M1 wires:
Bar = 20 um. Supply wires on this layer in gray.
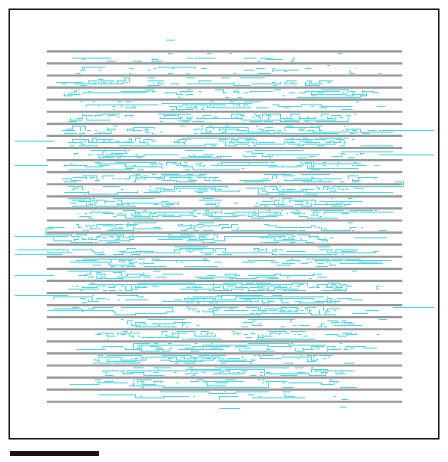
Metal 2:
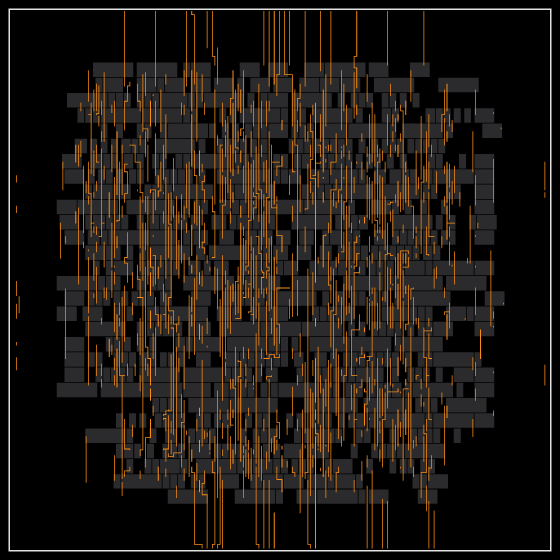
M3 wires:
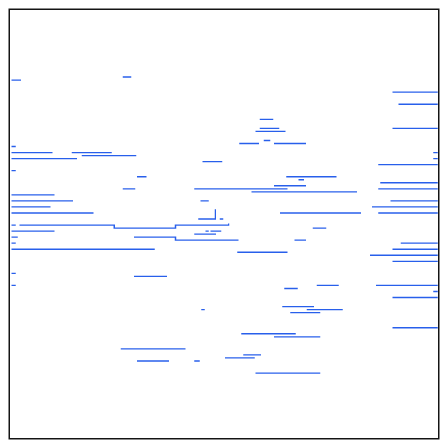
Signal wires on met4:
Supply wires on this layer in gray.
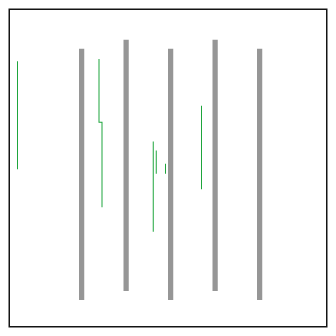
===== config.mk =====
export PLATFORM = sky130hd
export DESIGN_NAME = custom_ip_inv_image
export DESIGN_NICKNAME = d
export VERILOG_FILES = /design/src/rtl/inv_image_pkg.sv /design/src/rtl/axis_skid_buffer.sv /design/src/rtl/custom_ip_inv_image.sv
export SDC_FILE = /design/constraint.sdc
export NUM_CORES = 1
export LEC_CHECK = 0
export ABC_AREA = 1
export CAP_MARGIN = 20
export CORE_MARGIN = 8
export CORE_UTILIZATION = 55
export CTS_CLUSTER_DIAMETER = 120
export DETAILED_ROUTE_END_ITERATION = 8
export PLACE_DENSITY = 0.84
export SLEW_MARGIN = 15
export SYNTH_ARGS = -nofsm -noshare
export SYNTH_HDL_FRONTEND = slang
export SYNTH_SLANG_ARGS = --single-unit

===== constraint.sdc =====
create_clock -name axi_clk -period 1.9 [get_ports axi_clk]
set_input_delay 0.19 -clock axi_clk [delete_from_list [all_inputs] [get_ports axi_clk]]
set_output_delay 0.19 -clock axi_clk [all_outputs]
set_load 0.03 [all_outputs]

===== src/rtl/inv_image_pkg.sv =====
// ============================================================================
//  Module      : inv_image_pkg
//  Description : Shared defaults and skid-buffer state encoding for the
//                image inverter.
//  Revision    : 1.0 - initial release
// ============================================================================
`default_nettype none

package inv_image_pkg;

    localparam int DEFAULT_DATA_WIDTH  = 32;
    localparam int DEFAULT_PIXEL_WIDTH = 8;

    typedef enum logic [1:0] {
        EMPTY = 2'd0,
        BUSY  = 2'd1,
        FULL  = 2'd2
    } skid_state_e;

endpackage : inv_image_pkg

`default_nettype wire


===== src/rtl/axis_skid_buffer.sv =====
// ============================================================================
//  Module      : axis_skid_buffer
//  Description : Generic 2-entry registered AXI4-Stream slice (output + skid).
//  Revision    : 1.0 - initial release
// ============================================================================
`default_nettype none

module axis_skid_buffer
    import inv_image_pkg::*;
#(
    parameter int DATA_WIDTH = DEFAULT_DATA_WIDTH
) (
    input  logic                  clk,
    input  logic                  rst,
    input  logic                  s_valid,
    input  logic [DATA_WIDTH-1:0] s_data,
    output logic                  s_ready,
    output logic                  m_valid,
    output logic [DATA_WIDTH-1:0] m_data,
    input  logic                  m_ready
);

    skid_state_e           state;
    skid_state_e           next_state;
    logic [DATA_WIDTH-1:0] out_data;
    logic [DATA_WIDTH-1:0] skid_data;
    logic                  ready_reg;
    logic                  accept;
    logic                  consume;
    logic                  load_out;
    logic                  load_skid;
    logic                  out_from_skid;

    assign accept  = s_valid && ready_reg;
    assign consume = (state != EMPTY) && m_ready;

    always_ff @(posedge clk) begin
        if (rst) begin
            state <= EMPTY;
        end else begin
            state <= next_state;
        end
    end

    always_comb begin
        next_state    = state;
        load_out      = 1'b0;
        load_skid     = 1'b0;
        out_from_skid = 1'b0;
        case (state)
            EMPTY: begin
                if (accept) begin
                    next_state = BUSY;
                    load_out   = 1'b1;
                end
            end
            BUSY: begin
                if (accept && consume) begin
                    load_out = 1'b1;
                end else if (accept) begin
                    next_state = FULL;
                    load_skid  = 1'b1;
                end else if (consume) begin
                    next_state = EMPTY;
                end
            end
            FULL: begin
                // Ready is already low here, so only the drain path exists.
                if (consume) begin
                    next_state    = BUSY;
                    load_out      = 1'b1;
                    out_from_skid = 1'b1;
                end
            end
            default: begin
                next_state = EMPTY;
            end
        endcase
    end

    // Ready is registered from the next state so it never combinationally tracks m_ready.
    always_ff @(posedge clk) begin
        if (rst) begin
            ready_reg <= 1'b0;
            out_data  <= '0;
            skid_data <= '0;
        end else begin
            ready_reg <= (next_state != FULL);
            if (load_out) begin
                out_data <= out_from_skid ? skid_data : s_data;
            end
            if (load_skid) begin
                skid_data <= s_data;
            end
        end
    end

    assign s_ready = ready_reg;
    assign m_valid = (state != EMPTY);
    assign m_data  = out_data;

endmodule : axis_skid_buffer

`default_nettype wire


===== src/rtl/custom_ip_inv_image.sv =====
// ============================================================================
//  Module      : custom_ip_inv_image
//  Description : AXI4-Stream pixel inverter (per-lane bitwise NOT) with a
//                registered 2-entry skid buffer on the output.
//  Revision    : 1.0 - initial release
// ============================================================================
`default_nettype none

module custom_ip_inv_image
    import inv_image_pkg::*;
#(
    parameter int DATA_WIDTH  = DEFAULT_DATA_WIDTH,
    parameter int PIXEL_WIDTH = DEFAULT_PIXEL_WIDTH
) (
    input  logic                  axi_clk,
    input  logic                  axi_reset,
    input  logic                  s_axis_valid,
    input  logic [DATA_WIDTH-1:0] s_axis_data,
    output logic                  s_axis_ready,
    output logic                  m_axis_valid,
    output logic [DATA_WIDTH-1:0] m_axis_data,
    input  logic                  m_axis_ready
);

    localparam int NUM_LANES = DATA_WIDTH / PIXEL_WIDTH;

    generate
        if ((DATA_WIDTH == 0) || (PIXEL_WIDTH == 0) || ((DATA_WIDTH % PIXEL_WIDTH) != 0)) begin : g_bad_width
            $fatal(1, "DATA_WIDTH must be a non-zero multiple of PIXEL_WIDTH");
        end
    endgenerate

    logic [DATA_WIDTH-1:0] inverted;

    generate
        for (genvar lane = 0; lane < NUM_LANES; lane++) begin : g_lane
            assign inverted[lane*PIXEL_WIDTH +: PIXEL_WIDTH] = ~s_axis_data[lane*PIXEL_WIDTH +: PIXEL_WIDTH];
        end
    endgenerate

    axis_skid_buffer #(
        .DATA_WIDTH (DATA_WIDTH)
    ) u_skid (
        .clk     (axi_clk),
        .rst     (axi_reset),
        .s_valid (s_axis_valid),
        .s_data  (inverted),
        .s_ready (s_axis_ready),
        .m_valid (m_axis_valid),
        .m_data  (m_axis_data),
        .m_ready (m_axis_ready)
    );

endmodule : custom_ip_inv_image

`default_nettype wire


==> git commit body <==
Log flow metrics for this revision

- Maximum fanout along the worst path: 4
* Synthesized area: around 3600 um2
- Standard-cell row count: 29
- Number of iterations in the first detailed-routing pass: 5
* Filler Cell Count: 533
- Final period util: 0.954
- Setup crit end kind: output port
- Summing all non-filler instances in the final layout gives an area of around 4500 um2.
* Total count of hold-check failures in the final report: 0
* Distinct cells, synth: 17
- At the pin with the least slew margin, the transition time is roughly 0.37 ns.
- Per the skew report, the later register of the worst-skew pair sees a clock latency of 0.34 ns.
- The min-delay analysis places its worst path in the category in -> reg.
- The first global-routing pass estimated 15,100 um of wire.
* Fraction of final layout cells sized beyond drive strength 1: 0.0581
- Capture instance of the worst register-to-register path: u_skid.m_data[13]
- Clock tree root driver cell: clkbuf_8
- Number of buffers inserted for hold repair after clock tree synthesis: 0
- Per the CTS log, the maximum H-tree level is 3.
* TritonCTS clock tree: done
- According to the I/O placement log, the pin count is ~70.
* Clock slew at the register clock pins of the worst setup and hold paths: 0.06 ns
* Result of the run: completed
- During synthesis, Yosys emitted a total of 0 warnings.
- Area growth, synth to finish: 26.7%
Notes on 'M1 wires' above:
share of all routed wire: 44%
longest straight run: 27.1 um
nets with wire on the layer: 644

Notes on 'metal 2' above:
wire length on this layer: 4,170 um
longest straight run: 36.3 um

Notes on 'M3 wires' above:
nets with wire on the layer: 65
main direction: horizontal
longest straight run: 32.0 um
wire length on this layer: 650 um
share of all routed wire: 7.4%
met3 usage: 0.0429
total length of routed wires: 8830 um

Notes on 'signal wires on met4' above:
longest straight run: 32.6 um
nets with wire on the layer: 5

synth_stat cells:
cell	instances	share of area
nor2_2	2	0.0035
buf_1	6	0.0063
inv_1	131	0.14
nand2_2	1	0.0018
a21oi_1	2	0.0028
buf_4	5	0.011
and2_1	1	0.0018
nand3_1	34	0.048
nand2_1	198	0.21
clkbuf_1	8	0.0085
dfxtp_1	67	0.38
nor2_1	97	0.10
inv_2	2	0.0021
nand4_1	33	0.058
buf_2	16	0.023
buf_6	1	0.0032
nand3_2	1	0.0028
cells by family after synthesis:
group                  share of synthesized area
AOI/OAI and AO/OA                        0.00282
buffers and inverters                      0.192
DFF                                        0.378
and+or+nand+nor                            0.428
worst min path at each step:
stage                     slack [ns]  cells after the start              endpoint                 start
final                           0.47                      2        u_skid.s_ready             axi_reset
after global placement          0.50                      4  u_skid.skid_data[15]  u_skid.skid_data[15]
after CTS                       0.46                      2        u_skid.s_ready             axi_reset
after global routing            0.49                      2        u_skid.s_ready             axi_reset
after floorplan                 0.26                      1       u_skid.state[0]             axi_reset
after detailed placement        0.50                      4   u_skid.skid_data[3]   u_skid.skid_data[3]
flip-flops by register name, indices dropped and copies added (netlist names):
| name | cells |
|---|---|
| u_skid.state | 2 |
| u_skid.skid_data | 32 |
| u_skid.s_ready | 1 |
| u_skid.m_data | 32 |
layout by cell type, fill, tap and decap left out:
master           count
inv_1              130
nor2_1              97
clkbuf_8             9
nor2_2               2
buf_12               4
clkinvlp_4           1
nand4_1             33
nand2_1            197
a21oi_1              2
clkinv_2             2
nand3_1             34
nand3_2              1
clkbuf_1             2
dfxtp_1             67
clkdlybuf4s50_1     69
inv_2                3
nand2_2              2
and2_1               1
buf_4               15
critical path, delay by kind of cell (launching register included):
family | cells | cell delay (ns)
DFF | 1 | 0.41
and+or+nand+nor | 1 | 0.11
buffers and inverters | 2 | 0.77
stage by stage:
| stage | power (W) | setup slack [ns] | utilization |
|---|---|---|---|
| 6_report | 0.00332 | 0.0875 | 0.713 |
| 5_1_grt | 0.00350 | 0.0572 | 0.713 |
| 4_1_cts | 0.00334 | 0.0952 | 0.713 |
| 3_5_place_dp | 0.00238 | 0.325 | 0.689 |
| 3_3_place_gp | 0.00236 | 0.363 | 0.689 |
| 2_1_floorplan | 0.00206 | 0.542 | - |
report_power, final:
group          internal (W)  switching (W)  leakage, nW  total (W)
clock              0.000455       0.000510       0.0750   0.000965
combinational      0.000336       0.000477         1.76   0.000813
sequential          0.00149      0.0000463        0.547    0.00154
cell type report:
type / instances / area (um2) / share of cell area
tap: 77 / 96.3 / 0.0214
timing repair buffer: 88 / 883 / 0.196
inverter: 133 / 499 / 0.111
multi-input combinational: 369 / 1530 / 0.340
sequential: 67 / 1340 / 0.298
clock buffer: 11 / 131 / 0.0292
clock inverter: 3 / 17.5 / 0.00389
metal layers:
layer  vias to the layer above  wire length (um)
li1                       1885                 -
met1                      1574              3880
met2                       116              4170
met3                        14               649
met4                         0               140
met5                         -                 0
Power and IR drop assume default switching activity.
